--- config.mk ---
export PLATFORM = sky130hd
export DESIGN_NAME = uart_rx
export DESIGN_NICKNAME = d
export VERILOG_FILES = /design/src/rtl/uart_rx.sv
export SDC_FILE = /design/constraint.sdc
export NUM_CORES = 1
export LEC_CHECK = 0
export ABC_AREA = 1
export ABC_CLOCK_PERIOD_IN_PS = 2100
export CELL_PAD_IN_SITES_DETAIL_PLACEMENT = 0
export CELL_PAD_IN_SITES_GLOBAL_PLACEMENT = 1
export CORE_MARGIN = 2
export CORE_UTILIZATION = 43
export DETAILED_ROUTE_END_ITERATION = 10
export GPL_TIMING_DRIVEN = 0
export PLACE_DENSITY = 0.77
export SLEW_MARGIN = 15
export SYNTH_ARGS = -nofsm -noshare
export SYNTH_HDL_FRONTEND = slang
export SYNTH_SLANG_ARGS = --single-unit
export TNS_END_PERCENT = 1
--- constraint.sdc ---
create_clock -name clk -period 2.1 [get_ports clk]
set_input_delay 0.525 -clock clk [delete_from_list [all_inputs] [get_ports clk]]
set_output_delay 0.525 -clock clk [all_outputs]
set_load 0.005 [all_outputs]
--- src/rtl/uart_rx.sv ---
// uart_rx: 8N1 serial receiver.
// Two-flop synchronizer, mid-bit sampling FSM, and a one-entry output
// register with a valid/ready handshake that runs independently of the FSM.
module uart_rx #(
  parameter int CLKS_PER_BIT = 868,
  parameter int DATA_BITS    = 8
) (
  input  logic                 clk,
  input  logic                 reset,
  input  logic                 rx,
  output logic [DATA_BITS-1:0] rx_data,
  output logic                 rx_valid,
  input  logic                 rx_ready,
  output logic                 frame_err,
  output logic                 overrun,
  output logic                 busy
);

  localparam int CNT_W = $clog2(CLKS_PER_BIT);
  localparam int BIT_W = $clog2(DATA_BITS + 1);

  localparam logic [CNT_W-1:0] CNT_LAST = CNT_W'(CLKS_PER_BIT - 1);
  localparam logic [CNT_W-1:0] CNT_HALF = CNT_W'(CLKS_PER_BIT / 2 - 1);
  localparam logic [BIT_W-1:0] BIT_LAST = BIT_W'(DATA_BITS - 1);

  typedef enum logic [2:0] {
    S_IDLE,
    S_START,
    S_DATA,
    S_STOP,
    S_BREAK
  } state_t;

  state_t               state, state_n;
  logic [CNT_W-1:0]     clk_cnt, clk_cnt_n;
  logic [BIT_W-1:0]     bit_cnt, bit_cnt_n;
  logic [DATA_BITS-1:0] shift, shift_n;
  logic                 rx_meta, rx_s;
  logic                 deliver, stop_bad;

  // rx is asynchronous to clk; the FSM only ever sees rx_s. Idle-high reset
  // so a reset release never looks like a start bit.
  always_ff @(posedge clk or posedge reset) begin
    if (reset) begin
      rx_meta <= 1'b1;
      rx_s    <= 1'b1;
    end else begin
      rx_meta <= rx;
      rx_s    <= rx_meta;
    end
  end

  // FSM state, counters and shift register.
  always_ff @(posedge clk or posedge reset) begin
    if (reset) begin
      state   <= S_IDLE;
      clk_cnt <= '0;
      bit_cnt <= '0;
      shift   <= '0;
    end else begin
      state   <= state_n;
      clk_cnt <= clk_cnt_n;
      bit_cnt <= bit_cnt_n;
      shift   <= shift_n;
    end
  end

  // Next-state logic; deliver/stop_bad mark the stop-bit sample outcome.
  always_comb begin
    state_n   = state;
    clk_cnt_n = clk_cnt;
    bit_cnt_n = bit_cnt;
    shift_n   = shift;
    deliver   = 1'b0;
    stop_bad  = 1'b0;
    case (state)
      S_IDLE: begin
        if (!rx_s) begin
          state_n   = S_START;
          clk_cnt_n = '0;
        end
      end
      S_START: begin
        // Resample at mid start bit; a high line here was a glitch.
        if (clk_cnt == CNT_HALF) begin
          clk_cnt_n = '0;
          bit_cnt_n = '0;
          state_n   = rx_s ? S_IDLE : S_DATA;
        end else begin
          clk_cnt_n = clk_cnt + CNT_W'(1);
        end
      end
      S_DATA: begin
        // LSB arrives first: insert at MSB and shift right.
        if (clk_cnt == CNT_LAST) begin
          clk_cnt_n = '0;
          shift_n   = {rx_s, shift[DATA_BITS-1:1]};
          bit_cnt_n = bit_cnt + BIT_W'(1);
          if (bit_cnt == BIT_LAST) state_n = S_STOP;
        end else begin
          clk_cnt_n = clk_cnt + CNT_W'(1);
        end
      end
      S_STOP: begin
        if (clk_cnt == CNT_LAST) begin
          clk_cnt_n = '0;
          if (rx_s) begin
            deliver = 1'b1;
            state_n = S_IDLE;
          end else begin
            stop_bad = 1'b1;
            state_n  = S_BREAK;
          end
        end else begin
          clk_cnt_n = clk_cnt + CNT_W'(1);
        end
      end
      S_BREAK: begin
        // Wait out a held-low line so it reports only one framing error.
        if (rx_s) state_n = S_IDLE;
      end
      default: state_n = S_IDLE;
    endcase
  end

  // Output register and handshake; a byte arriving while the previous one
  // is unaccepted is dropped and flagged, unless it is accepted this cycle.
  always_ff @(posedge clk or posedge reset) begin
    if (reset) begin
      rx_data   <= '0;
      rx_valid  <= 1'b0;
      frame_err <= 1'b0;
      overrun   <= 1'b0;
    end else begin
      frame_err <= stop_bad;
      overrun   <= 1'b0;
      if (deliver) begin
        if (!rx_valid || rx_ready) begin
          rx_data  <= shift;
          rx_valid <= 1'b1;
        end else begin
          overrun <= 1'b1;
        end
      end else if (rx_valid && rx_ready) begin
        rx_valid <= 1'b0;
      end
    end
  end

  assign busy = (state != S_IDLE);

endmodule

Figure 1. Ports around the boundary.
Drawn at 4 px/µm. Pins as bars across the die edge, other pins in gray.
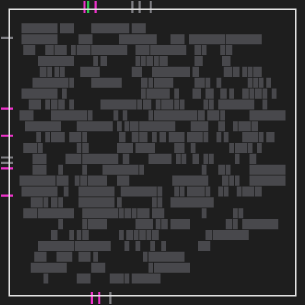
rx -> green  # pins 1, direction input, edge top
rx_data -> magenta  # pins 8, direction output, edge 4 left, 2 bottom, 2 top
all pins by edge = 7 left, 6 top, 3 bottom

Figure 2. Clock network drawn from the DEF.
Drawn at 8 px/µm.
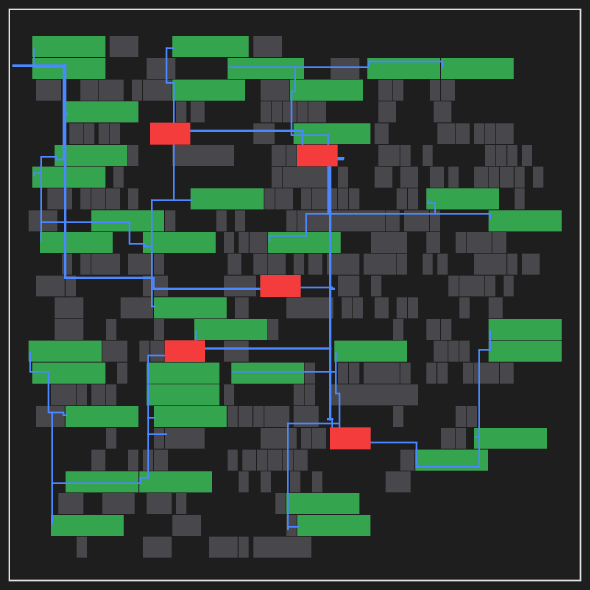
flip-flops -> green  # count 38
clock wires -> blue  # length 482 µm
cells driving clock nets -> red  # count 5
routed clock nets = 6

Figure 3. Clock nets.
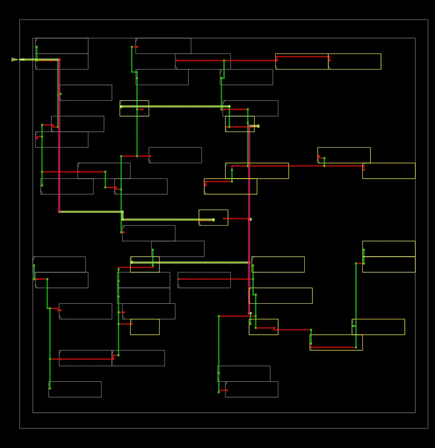
worst setup skew after layout: 0.00750 ns
number of clock sinks seen by CTS: 38
flip-flops: 38
count of clock-net buffers in the final layout: 6

Figure 4. Met2 routing.
Drawn at 6 px/µm. Cells faint in the background.
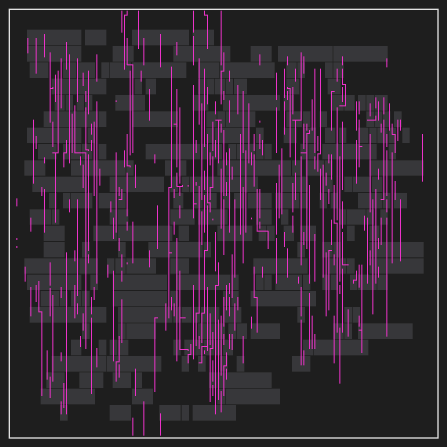
share of all routed wire = 50%
nets with wire on the layer = 198
wire length on this layer = 2000 µm
longest straight run = 32.6 µm
main direction = vertical

Figure 5. Placement by cell class.
Drawn at 6 px/µm. Fill, decap, tap and diode cells in gray.
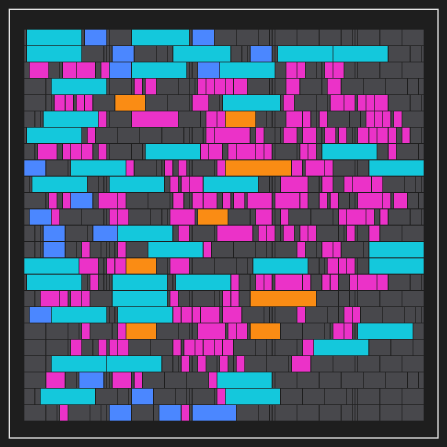
clock drivers and dummy loads -> orange  # cells 8
other buffers and delay cells -> blue  # cells 18
flops -> cyan  # cells 38
all other logic -> magenta  # cells 186

==> metrics.log <==
[flow] summary of implementation run
INFO  metric dominant_synthesized_flop_cell = sky130_fd_sc_hd__dfrtp_1
INFO  metric seq-power = 0.000737 W
INFO  metric area.share.sequential = 41.1%
INFO  metric synth-async-reset-ratio = 100%
INFO  metric n_all_buffers = 18
INFO  metric ys_seq_share = 49.1%
INFO  metric timing.critical_path.max_delay_family = flip-flops
INFO  metric routed-wl-met3 = 124 µm
INFO  metric global_route.usage.met2 = 30.2%
INFO  metric chip_width = slightly above 70 µm
INFO  metric tns = 0 ns
INFO  metric drive_gt1_share = 16.4%
INFO  metric h-tree-depth = 2
INFO  metric synth.cell_area = approximately 0.0019 mm²
INFO  metric topRoutingLayerUsed = met4
INFO  metric critical_path_sink_type = primary output
INFO  metric area.combinational = about 850 µm²
INFO  metric grt-ovfl-total = 0
INFO  metric synth_cell_types = 28
INFO  metric drt_first_pass_iters = 5
INFO  metric cts_buffer_depth = 2
INFO  metric yosys-stat-area = 0.00194 mm²
INFO  metric mux_share = 0%
INFO  metric synth-simple-area-share = roughly 28%
INFO  metric final_nets = 256
INFO  metric netlist.top_cell.by_instances = sky130_fd_sc_hd__nand2_1
INFO  metric vias_per_cell = 4.97
INFO  metric yosys-top-cells-count = sky130_fd_sc_hd__nand2_1, sky130_fd_sc_hd__dfrtp_1, sky130_fd_sc_hd__inv_1, sky130_fd_sc_hd__nor2_1, sky130_fd_sc_hd__nand3_1
INFO  metric worst-path-buf-inv = 1
INFO  metric chipHeight = between 70 and 80 µm
INFO  metric tritoncts = built
INFO  metric global_route.usage.total = between 10% and 20%
INFO  metric reg2reg_to = rx_data[7]
INFO  metric top_level_ports = 16
INFO  metric ys_cells = 226
INFO  metric number_of_enable_flip_flop_cells = 0
INFO  metric worst_tran_pin_value = 0.357 ns
INFO  metric post_cts_hold_buffer_count = 0
INFO  metric timing_max_transition_violations_final = 0
INFO  metric clock.fmax = 0.500 GHz
INFO  metric full_die_area = slightly above 0.005 mm²
INFO  metric cpMaxStageDelayCell = sky130_fd_sc_hd__dfrtp_2
INFO  metric power.ir.vdd_worst = between 0.4 and 0.5 mV
INFO  metric grt_max_degree = 28
INFO  metric min_delay_path_depth = 0
INFO  metric clk_share = 6.14%
INFO  metric synth.avg_cell_area = 8.60 µm²
INFO  metric final.signal_inverter_count = 32
INFO  metric clock_insertion_delay_worst_skew = 0.29 ns
INFO  metric final_weighted_congestion_of_routability_driven_global_placement = 0.772
INFO  metric post-place-ws = 0.277 ns
INFO  metric pwr.group.clock = ~0.00076 W
INFO  metric initial_utilization = 44.6%
INFO  metric synth.cellmix.compoundShare = 10.3%
INFO  metric hp-start = rx_meta
INFO  metric p_leak = approximately 1.1 nW
INFO  metric design_area_final = 0.00232 mm²
INFO  metric drtAntennaViolNets = 0
INFO  metric layout-area-overhead-vs-synth = 19.6%
INFO  metric design_power_total = around 0.0015 W
INFO  metric clock_group_share_of_total_power = 50.0%
INFO  metric cts_resized = 1
INFO  metric stage_log_warnings = 27
INFO  metric critical_path.endpoint = busy
INFO  metric p_comb_share = 1.7%
INFO  metric global_route_wire_length_before_repair = 7.18 mm
INFO  metric postCtsSetupRepairBufs = 0
INFO  metric lay_top_count = sky130_fd_sc_hd__nand2_1
INFO  metric hold_path_end = rx_s
INFO  metric critPathLaunchType = flip-flop
INFO  metric fin_crit = ~2 ns
INFO  metric first_global_vias = roughly 1500
INFO  metric netlist_instances = 226
INFO  metric power_switching = 0.000275 W
INFO  metric io_buffers = 15
INFO  metric routed_wire_length_per_instance = 13.1 µm
INFO  metric holdCritPathClass = flip-flop to flip-flop
INFO  metric initial_antenna_violation_count = 0
INFO  metric dp_cells = 294
INFO  metric synth.top_cells.by_area = sky130_fd_sc_hd__dfrtp_1, sky130_fd_sc_hd__nand2_1, sky130_fd_sc_hd__inv_1
INFO  metric route.detailed.drc = 0
INFO  metric required = 1.57 ns
INFO  metric 1st_iter_drt_viols = 71
INFO  metric cts_root_buffer = sky130_fd_sc_hd__clkbuf_8
INFO  metric internal_power = 0.00125 W
INFO  metric synth_flops = 38
INFO  metric critical_path.cell_chain = nor2_2 -> nand2_1 -> clkdlybuf4s50_1
INFO  metric floorplan.nets = 233
INFO  metric floorplan.core_area = between 0.004 and 0.005 mm²
INFO  metric status = finished, final reports clean
INFO  metric report.final.hold_viol_count = 0
INFO  metric yosysWarnings = 0
INFO  metric layout.area.seq = approximately 950 µm²
INFO  metric taps = 52
INFO  metric p_comb = around 0.000026 W
INFO  metric critPathKind = flip-flop to primary output
INFO  metric final-setup-viol-count = 0
INFO  metric timing.critical_path.fanout_max = 6
INFO  metric nMultiInputCombCells = 154
INFO  metric clk_transition_reported_paths = 0.08 ns
INFO  metric cts_made_buffers = 5
INFO  metric rr_worst_depth = 9
INFO  metric maxPowerGroup = clock
INFO  metric share_seq_of_total_power = 48.3%
INFO  metric antenna-diode-count = 0
INFO  metric maxSlewHeadroom = around three quarters
INFO  metric timing.reg2reg.setup_slack = 0.41 ns
INFO  metric startpoint = state[2]
INFO  metric grtUsageMet3 = 4.36%
INFO  metric met1_usage = 22.5%
INFO  metric critical_path.max_stage_delay = 0.48 ns
INFO  metric yosysTopAreaCellShare = 46.4%
INFO  metric dpl_cell_area = 0.00218 mm²
INFO  metric detail_route.wirelength.met1 = 1.79 mm
INFO  metric synthXorXnorAreaFrac = around 3.2%
INFO  metric layout.cells.most_common_list = sky130_fd_sc_hd__nand2_1, sky130_fd_sc_hd__dfrtp_1, sky130_fd_sc_hd__inv_1
INFO  metric largestClassByArea = registers
INFO  metric routed_wl = roughly 4 mm
INFO  metric ys_sh_adder = 1.93%
INFO  metric crit_arrival = roughly 1.5 ns
INFO  metric place_hpwl = 2.91 mm
INFO  metric fp-row-count = 24
## flip-flops by register name, summed over array words and instances, names as in the netlist
signal / cells
rx_data: 8
clk_cnt: 10
rx_meta: 1
frame_err: 1
bit_cnt: 4
state: 3
rx_valid: 1
overrun: 1
shift: 8
rx_s: 1
## stage by stage
stage	utilization (%)	hold slack [ns]
after detailed placement	50.0	0.347
after floorplan	-	0.345
final	53.4	0.355
after CTS	53.4	0.362
after global routing	53.4	0.368
after global placement	49.6	0.346
## cells by family (layout without fill, tap and decap cells)
kind of cell	Yosys count	after routing
simple gates	112	112
flops	38	38
buf+inv	34	58
compound gates	32	32
xor+xnor	7	7
fa+ha+maj	3	3
No activity file was given, so power comes from the tool's default toggle rates.
